### M1 wires

Scale bar: 20 µm. Cells faint in the background.
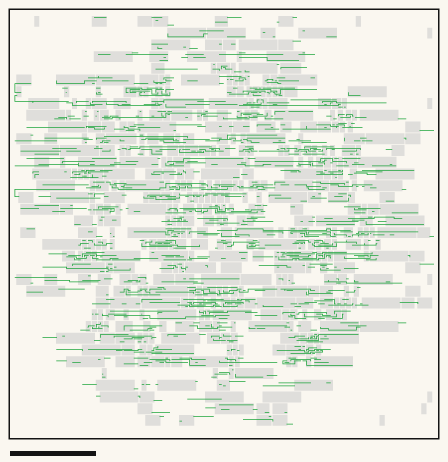
### The metal 2 layer

Scale bar: 20 µm. Cells faint in the background.
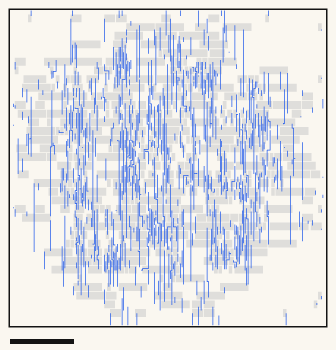
### Met3 routing

Scale bar: 20 µm. Cells faint in the background.
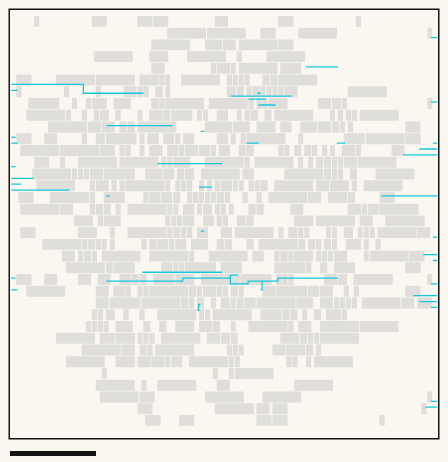
### Routing congestion

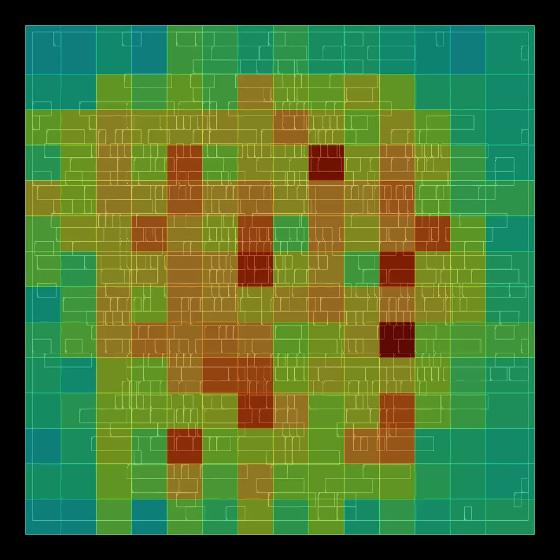
### Ports around the boundary

Scale bar: 20 µm. Pins as bars across the die edge, other pins in grey.
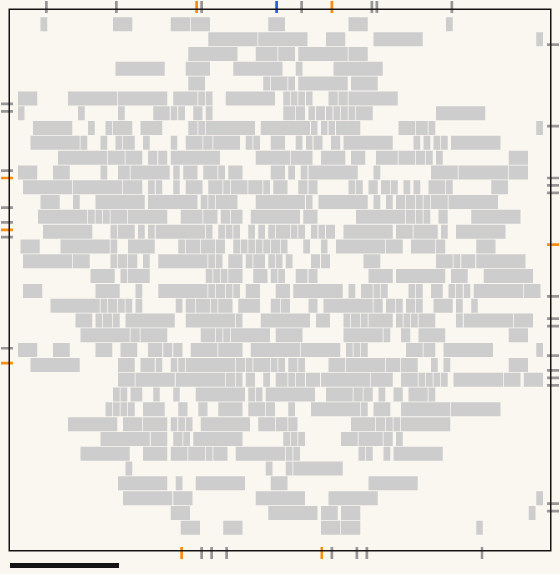
$ cat config.mk
export PLATFORM = sky130hd
export DESIGN_NAME = btn_conditioner
export DESIGN_NICKNAME = d
export VERILOG_FILES = /design/src/rtl/btn_cond_pkg.sv /design/src/rtl/btn_debounce_ch.sv /design/src/rtl/btn_conditioner.sv
export SDC_FILE = /design/constraint.sdc
export NUM_CORES = 1
export LEC_CHECK = 0
export ABC_AREA = 1
export CORE_UTILIZATION = 45
export CTS_BUF_LIST = sky130_fd_sc_hd__clkbuf_8
export CTS_CLUSTER_DIAMETER = 60
export CTS_CLUSTER_SIZE = 24
export DETAILED_ROUTE_END_ITERATION = 10
export GPL_ROUTABILITY_DRIVEN = 0
export MAX_ROUTING_LAYER = met4
export PLACE_DENSITY = 0.75
export RECOVER_POWER = 25
export SLEW_MARGIN = 25
export SYNTH_ARGS = -nofsm -noshare
export SYNTH_HDL_FRONTEND = slang
export SYNTH_SLANG_ARGS = --single-unit
export TNS_END_PERCENT = 30
$ cat constraint.sdc
create_clock -name clk -period 1.6 [get_ports clk]
set_input_delay 0.32 -clock clk [delete_from_list [all_inputs] [get_ports clk]]
set_output_delay 0.32 -clock clk [all_outputs]
set_load 0.005 [all_outputs]
$ cat src/rtl/btn_cond_pkg.sv
// Shared constants and helpers for the button conditioner.
//   TICK_DIV_DEF     : default clk cycles per debounce sample tick
//   STABLE_TICKS_DEF : default ticks a new value must persist before acceptance
//   cnt_width()      : debounce counter width, clog2 with a floor of 1 bit
package btn_cond_pkg;

  localparam int unsigned TICK_DIV_DEF     = 1000;
  localparam int unsigned STABLE_TICKS_DEF = 10;

  // A single-tick debounce still needs a 1-bit counter to keep ports legal.
  function automatic int unsigned cnt_width(input int unsigned n);
    int unsigned w;
    w = $clog2(n);
    return (w < 1) ? 1 : w;
  endfunction

endpackage

$ cat src/rtl/btn_debounce_ch.sv
// Single input channel: 2-FF synchroniser, tick-driven debounce counter,
// debounced level, registered rise/fall pulses and optional push-on/push-off latch.
// Optional feature macro: BTN_COND_TOGGLE_EN (toggle flop; otherwise toggle = 0).
// Ports:
//   clk, rst_n : clock, async active-low reset
//   ena        : enable; when low the debounce state freezes (sync keeps sampling)
//   tick       : shared prescaler sample strobe (already qualified by ena)
//   din        : raw asynchronous input
//   level      : debounced level
//   rise, fall : one-cycle pulses coincident with the first cycle of a new level
//   toggle     : inverts the cycle after each rise pulse
module btn_debounce_ch
  import btn_cond_pkg::*;
#(
  parameter int unsigned STABLE_TICKS = STABLE_TICKS_DEF
) (
  input  logic clk,
  input  logic rst_n,
  input  logic ena,
  input  logic tick,
  input  logic din,
  output logic level,
  output logic rise,
  output logic fall,
  output logic toggle
);

  localparam int unsigned    CW       = cnt_width(STABLE_TICKS);
  localparam logic [CW-1:0]  CNT_LAST = CW'(STABLE_TICKS - 1);

  logic          sync1;
  logic          sync2;
  logic [CW-1:0] cnt;
  logic          accept_c;

  // Last tick of a qualification window while the input still disagrees.
  assign accept_c = tick && (sync2 != level) && (cnt == CNT_LAST);

  // Metastability chain; samples regardless of ena.
  always_ff @(posedge clk or negedge rst_n) begin
    if (!rst_n) begin
      sync1 <= 1'b0;
      sync2 <= 1'b0;
    end else begin
      sync1 <= din;
      sync2 <= sync1;
    end
  end

  // Debounce counter: any return to the current level restarts the attempt.
  always_ff @(posedge clk or negedge rst_n) begin
    if (!rst_n) begin
      cnt <= '0;
    end else if (ena) begin
      if (sync2 == level) begin
        cnt <= '0;
      end else if (tick) begin
        cnt <= (cnt == CNT_LAST) ? '0 : cnt + CW'(1);
      end
    end
  end

  // Level and edge pulses update on the same edge so the pulse marks the new level.
  always_ff @(posedge clk or negedge rst_n) begin
    if (!rst_n) begin
      level <= 1'b0;
      rise  <= 1'b0;
      fall  <= 1'b0;
    end else begin
      rise <= accept_c &&  sync2;
      fall <= accept_c && !sync2;
      if (accept_c) begin
        level <= sync2;
      end
    end
  end

`ifdef BTN_COND_TOGGLE_EN
  logic toggle_q;

  // Push-on/push-off latch driven by the registered rise pulse.
  always_ff @(posedge clk or negedge rst_n) begin
    if (!rst_n) begin
      toggle_q <= 1'b0;
    end else if (rise) begin
      toggle_q <= ~toggle_q;
    end
  end

  assign toggle = toggle_q;
`else
  assign toggle = 1'b0;
`endif

endmodule

$ cat src/rtl/btn_conditioner.sv
// Input conditioning for raw pad buttons: shared sample-tick prescaler plus
// WIDTH independent debounce channels.
// Optional feature macro: BTN_COND_TOGGLE_EN (per-channel toggle latch).
// Ports:
//   clk, rst_n : clock, async active-low reset
//   ena        : design enable; low freezes prescaler and debounce state
//   din        : raw asynchronous inputs [WIDTH]
//   level      : debounced levels [WIDTH]
//   rise, fall : one-cycle edge pulses [WIDTH]
//   toggle     : push-on/push-off latches, 0 when the feature is off [WIDTH]
//   tick       : prescaler tick, decoded from the prescaler register
module btn_conditioner
  import btn_cond_pkg::*;
#(
  parameter int unsigned WIDTH        = 8,
  parameter int unsigned TICK_DIV     = TICK_DIV_DEF,
  parameter int unsigned STABLE_TICKS = STABLE_TICKS_DEF
) (
  input  logic             clk,
  input  logic             rst_n,
  input  logic             ena,
  input  logic [WIDTH-1:0] din,
  output logic [WIDTH-1:0] level,
  output logic [WIDTH-1:0] rise,
  output logic [WIDTH-1:0] fall,
  output logic [WIDTH-1:0] toggle,
  output logic             tick
);

  localparam int unsigned   PW         = $clog2(TICK_DIV);
  localparam logic [PW-1:0] PRESC_LAST = PW'(TICK_DIV - 1);

  logic [PW-1:0] presc;

  assign tick = ena && (presc == PRESC_LAST);

  // Free-running sample prescaler, paused while disabled.
  always_ff @(posedge clk or negedge rst_n) begin
    if (!rst_n) begin
      presc <= '0;
    end else if (ena) begin
      presc <= (presc == PRESC_LAST) ? '0 : presc + PW'(1);
    end
  end

  for (genvar i = 0; i < int'(WIDTH); i++) begin : g_ch
    btn_debounce_ch #(
      .STABLE_TICKS(STABLE_TICKS)
    ) u_ch (
      .clk   (clk),
      .rst_n (rst_n),
      .ena   (ena),
      .tick  (tick),
      .din   (din[i]),
      .level (level[i]),
      .rise  (rise[i]),
      .fall  (fall[i]),
      .toggle(toggle[i])
    );
  end

endmodule

==> results.tsv <==
metric	value	unit
r2r_end	g_ch[2].u_ch.cnt[3]$_DFFE_PN0P_	
signal_buffers	63	
synth_adder_area_share	5.00	%
sh_comb_area	34.5	%
drc	0	
crit_path_max_incr_delay	0.55	ns
ant_nets	0	
fin_area	0.00494	mm²
startpoint_type	primary input	
power.internal	3140	µW
status	finished, violations left	
simple_gate_share	21.7	%
synth_flops	82	
ctsResizeCount	19	
dp.cells	607	
fmax	0.604	GHz
io_buffers	35	
top_cells_by_area	dfrtp_1, nand2_1, inv_1	
ff2ff_path_depth	9	
clk_pin_slew	0.08	ns
layout-drive-gt1-share	15.3	%
core-area	0.00920	mm²
maxSlewHeadroom	38.9	%
hold_viol_final	0	
fp-row-count	35	
cts_setup_buffers	1	
ys_cells	464	
synth_warnings	0	
yosys.stat.chipArea	0.00425	mm²
critPathMaxFanout	3	
power.group.top	sequential cells	
sh_seq_area	41.6	%
seq-power	2290	µW
design.portCount	44	
powerDensity	903	mW/mm²
num-clock-buffers	9	
top_layer	met4	
hp-start	g_ch[2].u_ch.sync1$_DFF_PN0_	
grt_start_max_net_pins	68	
comb_area	0.00170	mm²
edf_count	0	
flop-count	82	
inv_count	80	
root_buffer	clkbuf_8	
grt_pass1_vias	2974	
met3WireLength	251	µm
critPathArrivalTime	1.33	ns
synthCells	464	
layout.nets	538	
die_area	0.00984	mm²
vias	2903	
crit_path_end_kind	primary output	
nWellTaps	111	
clockBufferDepth	2	
cp_slowest_cell	clkdlybuf4s50_1	
xor_area_share	6.39	%
antenna_found_initial	0	
die_h	99.2	µm
seq_power_share	51.4	%
violations	setup timing	
fp-utilization	46.2	%
rsz0062_at_grt	yes	
area_growth	16.1	%
hp-class	register to register	
hpwl	5.12	mm
rr_startpoint	presc[1]$_DFFE_PN0P_	
period_used_share	103	%
dominant_cells	registers	
crit_type	primary input to primary output	
avgSynthCellArea	9.16	µm²
swShare	29.6	%
multi_input_comb_cells	274	
clk_share	3.65	%
aoi_share	5.12	%
insertion_delay	0.36	ns
holdPathEnd	g_ch[2].u_ch.sync2$_DFF_PN0_	
post-route-min-period	1.65	ns
yosysTopAreaCellShare	48.3	%
buffer_area_share	11.4	%
r2r_slack	0.07	ns
layout.cells.non_filler	626	
final.setup.worst_slack	-0.0550	ns
fillers	815	
drt_iter0_drc	94	
grt_overflow	0	
p_sw	1320	µW
comb_power	829	µW
endpoint	tick	
die_x	99.2	µm
wl_met1	3.01	mm
drv_cap	0	
clock_power_share	30.0	%
diodes	0	
vias_per_cell	4.64	
synthTopCellsByCount	nand2_1, dfrtp_1, inv_1	
setup_viol_count_final	1	
worstSetupPathDepth	6	
ir_drop	0.482	mV
synth.cell_area	0.00425	mm²
postSynthSeqShare	48.3	%
placed_cell_area	0.00470	mm²
crit_required	1.28	ns
cts_made_buffers	9	
met2WireLength	3.56	mm
cp_common_cell	inv_2	
top_cell	nand2_1	
ys.flop_type	dfrtp_1	
worstMarginPinSlew	0.917	ns
slew_violations	0	
async_flop_share	100	%
holdPathStages	0	
crit_start	ena	
firstDrtPassIters	4	
crit_chain	clkdlybuf4s50_1 > inv_2 > nor2_8 > nand3_4 > inv_2 > buf_6	
fin_setup_tns	-0.0550	ns
wl	6.99	mm
grt_pass1_wl	12.6	mm
h-tree-depth	3	
ys_top_logic_family	simple AND/OR/NAND/NOR gates	
layout_top_cell	nand2_1	
cts_sinks	82	
whs	0.352	ns
p_leak	0.00249	µW
ctsHoldBuffers	1	
cp.buffers_inverters	4	
area.sequential	0.00205	mm²
Notes on 'M1 wires' above:
main direction: horizontal
nets with wire on the layer: 480

Notes on 'The metal 2 layer' above:
share of all routed wire: 51%
main direction: vertical
wire length on this layer: 3560 µm

Notes on 'Met3 routing' above:
longest straight run: 18.2 µm
main direction: horizontal
nets with wire on the layer: 33
share of all routed wire: 3.6%
wire length on this layer: 252 µm

Notes on 'Routing congestion' above:
Wirelength per Cell: 11.2 µm
GRT met2 Usage: 28.8%
final core occ: 53.7%
met1 demand-to-capacity share in global routing: 18.5%
GRT Util Overall: 16.7%

Notes on 'Ports around the boundary' above:
legend:
  tick:
    colour: blue
    pins: 1
    direction: output
    edge: top
  din:
    colour: orange
    pins: 8
    direction: input
    edge: 3 left, 2 top, 2 bottom, 1 right
all pins by edge: 15 right, 10 left, 10 top, 9 bottom

through the flow:
stage | total power, µW | worst slack, ns
3_3_place_gp | 3070 | -0.462
5_1_grt | 4710 | -0.106
6_report | 4460 | -0.0550
4_1_cts | 4480 | -0.0973
3_5_place_dp | 3100 | -0.467
2_1_floorplan | 2730 | 0.151
per-layer routing:
metal | up-vias | global-route usage, %
met5 | - | -
met4 | 0 | 7.01
met3 | 12 | 4.08
met2 | 50 | 28.8
met1 | 1371 | 18.5
li1 | 1470 | -
sequential cells by signal, summed over array words and instances (netlist names):
name and flops:
g_ch.u_ch.cnt 32, g_ch.u_ch.fall 8, g_ch.u_ch.level 8, g_ch.u_ch.rise 8, g_ch.u_ch.sync1 8, g_ch.u_ch.sync2 8
presc 10
No activity file was given, so power comes from the tool's default toggle rates.
